Fig. 1: signal wires on met1
(10 px per µm) Supply wires on this layer in gray.
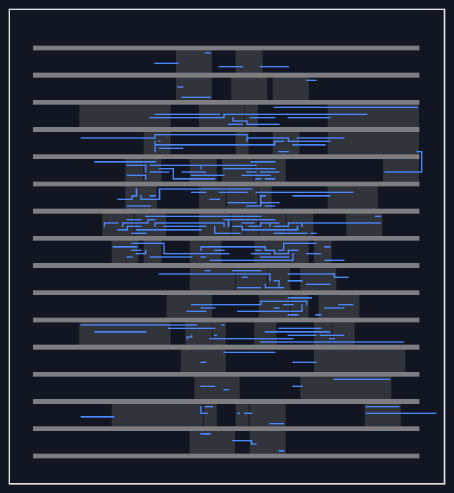
Fig. 2: signal wires on met2
(10 px per µm)
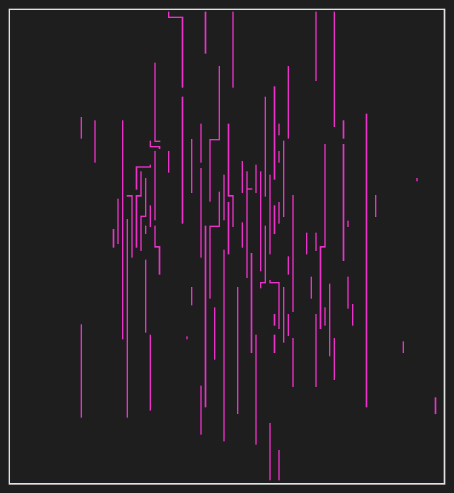
Fig. 3: metal 3
(12 px per µm)
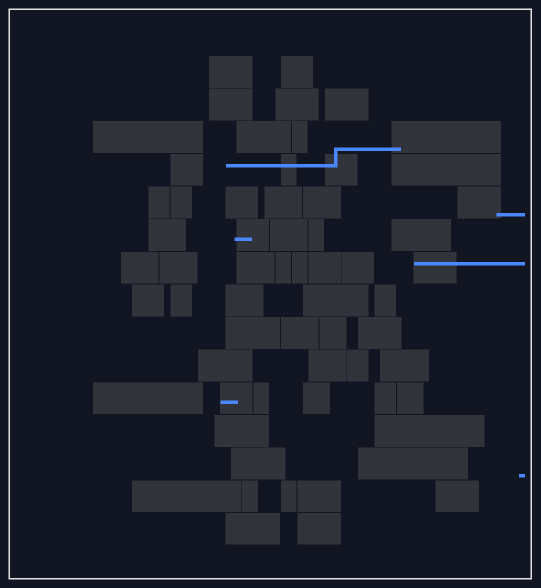
Fig. 4: routing congestion map
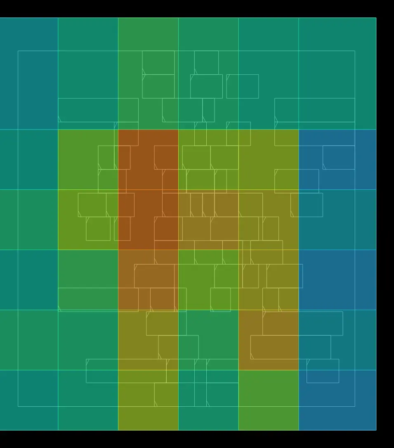
Fig. 5: clock wires, drivers and flops
(6 px per µm)
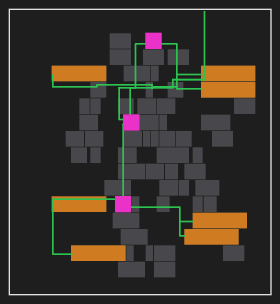
**config.mk**
```make
export PLATFORM = sky130hd
export DESIGN_NAME = gt_streak_detector_flat
export DESIGN_NICKNAME = d
export VERILOG_FILES = /design/src/rtl/gt_streak_if.sv /design/src/rtl/gt_streak_detector.sv /design/src/flat_wrapper.sv
export SDC_FILE = /design/constraint.sdc
export NUM_CORES = 1
export LEC_CHECK = 0
export CORE_ASPECT_RATIO = 1.1
export CORE_MARGIN = 2
export CORE_UTILIZATION = 30
export DETAILED_ROUTE_END_ITERATION = 8
export PLACE_DENSITY = 0.53
export SYNTH_ARGS = -nofsm -noshare
export SYNTH_HDL_FRONTEND = slang
export SYNTH_SLANG_ARGS = --single-unit
```
**constraint.sdc**
```tcl
create_clock -name clk -period 2.15 [get_ports clk]
set_input_delay 0.3225 -clock clk [delete_from_list [all_inputs] [get_ports clk]]
set_output_delay 0.3225 -clock clk [all_outputs]
set_load 0.02 [all_outputs]
```
**src/rtl/gt_streak_if.sv**
```systemverilog
// Valid/ready stream carrying the per-sample "a greater than b" comparator result.
interface gt_streak_if;
    logic in_valid;
    logic in_ready;
    logic gt;

    modport master (output in_valid, output gt, input in_ready);
    modport slave  (input in_valid, input gt, output in_ready);
endinterface

```
**src/rtl/gt_streak_detector.sv**
```systemverilog
// Counts consecutive gt=1 samples, pulses hit at THRESH, then back-pressures for HOLD_CYC cycles.
// Define GT_STREAK_TALLY_EN to add the saturating hit_tally output.
//
// state | meaning
// IDLE  | no streak in progress, streak=0
// RUN   | streak of 1..THRESH-1 gt samples in progress
// HOLD  | cooldown after a hit, in_ready low, streak held at THRESH
module gt_streak_detector #(
    parameter  int THRESH   = 3,
    parameter  int HOLD_CYC = 2,
    parameter  int TALLY_W  = 8,
    localparam int CNT_W    = $clog2(THRESH + 1)
) (
    input  logic             clk,
    input  logic             rst_n,
    input  logic             clear,
    gt_streak_if.slave       bus,
    output logic [CNT_W-1:0] streak,
    output logic             hit,
    output logic             busy
`ifdef GT_STREAK_TALLY_EN
    ,
    output logic [TALLY_W-1:0] hit_tally
`endif
);

    localparam int CD_W = $clog2(HOLD_CYC + 1);

    typedef enum logic [1:0] {IDLE, RUN, HOLD} state_t;

    state_t           state_q, state_d;
    logic [CNT_W-1:0] streak_q, streak_d;
    logic             hit_q, hit_d;
    logic [CD_W-1:0]  cool_q, cool_d;
    logic             accept;

    assign bus.in_ready = (state_q != HOLD);
    assign busy         = (state_q == HOLD);
    assign streak       = streak_q;
    assign hit          = hit_q;
    assign accept       = bus.in_valid && bus.in_ready;

    always_comb begin
        state_d  = state_q;
        streak_d = streak_q;
        cool_d   = cool_q;
        hit_d    = 1'b0;
        if (clear) begin
            state_d  = IDLE;
            streak_d = '0;
            cool_d   = '0;
        end else begin
            case (state_q)
                IDLE: begin
                    if (accept && bus.gt) begin
                        streak_d = CNT_W'(1);
                        if (THRESH == 1) begin
                            state_d = HOLD;
                            cool_d  = CD_W'(HOLD_CYC);
                            hit_d   = 1'b1;
                        end else begin
                            state_d = RUN;
                        end
                    end
                end
                RUN: begin
                    if (accept) begin
                        if (!bus.gt) begin
                            state_d  = IDLE;
                            streak_d = '0;
                        end else if (streak_q == CNT_W'(THRESH - 1)) begin
                            state_d  = HOLD;
                            streak_d = CNT_W'(THRESH);
                            cool_d   = CD_W'(HOLD_CYC);
                            hit_d    = 1'b1;
                        end else begin
                            streak_d = streak_q + CNT_W'(1);
                        end
                    end
                end
                HOLD: begin
                    // Leaving on the edge that reads 1 makes HOLD last exactly HOLD_CYC cycles.
                    if (cool_q <= CD_W'(1)) begin
                        state_d  = IDLE;
                        streak_d = '0;
                        cool_d   = '0;
                    end else begin
                        cool_d = cool_q - CD_W'(1);
                    end
                end
                default: begin
                    state_d  = IDLE;
                    streak_d = '0;
                    cool_d   = '0;
                end
            endcase
        end
    end

`ifdef GT_STREAK_TALLY_EN
    logic [TALLY_W-1:0] tally_q, tally_d;

    assign hit_tally = tally_q;

    always_comb begin
        tally_d = tally_q;
        if (clear)
            tally_d = '0;
        else if (hit_q && (tally_q != {TALLY_W{1'b1}}))
            tally_d = tally_q + TALLY_W'(1);
    end

    always_ff @(posedge clk or negedge rst_n) begin
        if (!rst_n)
            tally_q <= '0;
        else
            tally_q <= tally_d;
    end
`endif

    always_ff @(posedge clk or negedge rst_n) begin
        if (!rst_n) begin
            state_q  <= IDLE;
            streak_q <= '0;
            hit_q    <= 1'b0;
            cool_q   <= '0;
        end else begin
            state_q  <= state_d;
            streak_q <= streak_d;
            hit_q    <= hit_d;
            cool_q   <= cool_d;
        end
    end

endmodule

```
**src/flat_wrapper.sv**
```systemverilog
// flat-port wrapper written by rule: the top's interface ports become plain ports
module gt_streak_detector_flat 
#(
    parameter  int THRESH   = 3,
    parameter  int HOLD_CYC = 2,
    parameter  int TALLY_W  = 8,
    localparam int CNT_W    = $clog2(THRESH + 1)
)
  (clk, rst_n, clear, streak, hit, busy, bus_in_valid, bus_gt, bus_in_ready);
  gt_streak_if bus_i ();
  input  logic clk;
  input  logic rst_n;
  input  logic clear;
  output logic [CNT_W-1:0] streak;
  output logic hit;
  output logic busy;
  input wire logic [$bits(bus_i.in_valid)-1:0] bus_in_valid;
  input wire logic [$bits(bus_i.gt)-1:0] bus_gt;
  output wire logic [$bits(bus_i.in_ready)-1:0] bus_in_ready;
  assign bus_i.in_valid = bus_in_valid;
  assign bus_i.gt = bus_gt;
  assign bus_in_ready = bus_i.in_ready;
  gt_streak_detector #(.THRESH(THRESH), .HOLD_CYC(HOLD_CYC), .TALLY_W(TALLY_W)) u_core (.clk(clk), .rst_n(rst_n), .clear(clear), .bus(bus_i), .streak(streak), .hit(hit), .busy(busy));
endmodule
```
==> flow_summary_export.csv <==
group,metric,value,unit
critical_path,cp_slowest_cell,"clkdlybuf4s50_1",
sta,period_minus_slack,1.977,ns
pwr,powerDensity,523.4,nW/µm²
sta,worst_pin_slew,0.3539,ns
outcome,status,"complete, no violations",
pwr,seq_power,139,µW
detailed_routing,first_iter_violations,7,
global_route,gr-usage-all-layers,0.1192,
yosys,synthMuxAreaShare,0.04156,
pwr,largestPowerGroup,"registers",
detailed_routing,drc_errors,0,
die,fp-row-count,15,
sta,setup_violations,0,
yosys,simple_gate_area_frac,0.2078,
cts,numCtsBuffers,3,
global_route,grt_pass1_wl,1.704,mm
sta,rsz0062_at_grt,"no",
die,fp_util,0.3246,
pwr,switching_share,0.2901,
critical_path,cp.required,1.83,ns
finish,diodes,0,
sta,hold_viol,0,
critical_path,critPathMaxFanout,6,
die,fp.dieW,43.38,µm
placement,finalWeightedCongestion,0.7669,
cts,postCtsSetupBuffers,0,
yosys,ys_sh_xor,0,
yosys,async_flop_share,1.000,
yosys,synth_cells,50,
job,cap_violations,0,
yosys,yosysMostFrequentCell,"dfrtp_1",
global_route,antenna_found_initial,0,
critical_path,worst_ep_arrival_time,1.65,ns
die,fp.dieH,47.32,µm
sta,relSlewSlack,0.7633,
pwr,p_leak,0.2704,nW
cts,h-tree-depth,1,
yosys,ys.flop_type,"dfrtp_1",
yosys,synth.largest_area_cell,"dfrtp_1",
Back to the opening pictures, Fig. 1:
wire length on this layer: 512 µm
nets with wire on the layer: 63
share of all routed wire: 46%
main direction: horizontal

Back to the opening pictures, Fig. 2:
share of all routed wire: 50%
wire length on this layer: 551 µm
nets with wire on the layer: 58
main direction: vertical
via count: 429
GR Util met2: 0.2030
Final Routed Wirelength: 1.105 mm

Back to the opening pictures, Fig. 3:
longest straight run: 9.00 µm
share of all routed wire: 2.6%
main direction: horizontal

Back to the opening pictures, Fig. 4:
DR WL/cell: 13.99 µm
met1 Use GR: 0.1316
utilization after layout: 0.4095

Back to the opening pictures, Fig. 5:
[magenta] clock drivers | count: 3
[green] clock wires | length: 151 µm
[orange] flip-flops | count: 7
routed clock nets: 4
Clock Power Share: 0.377
Latency at later pin: 0.26 ns

[cell type report]
cell class	count	area [µm²]
fill	168	930.9
multi-input combinational	36	310.3
sequential	7	175.2
timing repair buffer	9	90.09
clock buffer	4	26.28
inverter	6	22.52
tap	17	21.27
[per-stage QoR]
step	cells	cell area, µm²	hold WS [ns]	power [mW]	worst slack, ns
finish	79	645.6	0.3361	0.3379	0.1727
global route	79	645.6	0.3597	0.3596	0.04577
CTS	79	645.6	0.3475	0.3421	0.1573
detailed placement	75	619.3	0.5795	0.2132	0.3463
global placement	75	619.3	0.5673	0.2140	0.3825
floorplan	50	511.7	0.02691	0.1878	0.5423
[worst reg2reg max path, cell delays in order (launching register included)]
cell	delay (ns)
dfrtp_1	0.37
inv_1	0.09
ha_1	0.27
nand3b_1	0.21
a221oi_2	0.32
mux2_1	0.35
[state kept, by name (all words and copies together) (netlist names)]
name / count
u_core.streak: 2
u_core.hit: 1
u_core.cool_q: 2
u_core.state_q: 2
[per-layer routing]
| metal | wire length, µm | up-vias | GRT usage |
|---|---|---|---|
| li1 | - | 213 | - |
| met1 | 511 | 207 | 0.1316 |
| met2 | 550 | 7 | 0.2030 |
| met3 | 29 | 2 | 0.03846 |
| met4 | 13 | 0 | 0.07273 |
| met5 | 0 | - | 0 |
[path summary, 6_finish.rpt]
| check | startpoint | end | slack [ns] | depth (start not counted) |
|---|---|---|---|---|
| min in group clk | u_core.streak[1] | u_core.streak[1] | 0.58 | 2 |
| max reg2reg | u_core.state_q[0] | u_core.cool_q[0] | 0.41 | 5 |
| min reg2reg | u_core.streak[1] | u_core.streak[1] | 0.58 | 2 |
| max in group asynchronous | rst_n | u_core.state_q[1] | 1.56 | 1 |
| max | u_core.state_q[0] | bus_in_ready | 0.17 | 4 |
| min | rst_n | u_core.hit | 0.34 | 1 |
Power is estimated from default activity; no workload was simulated.
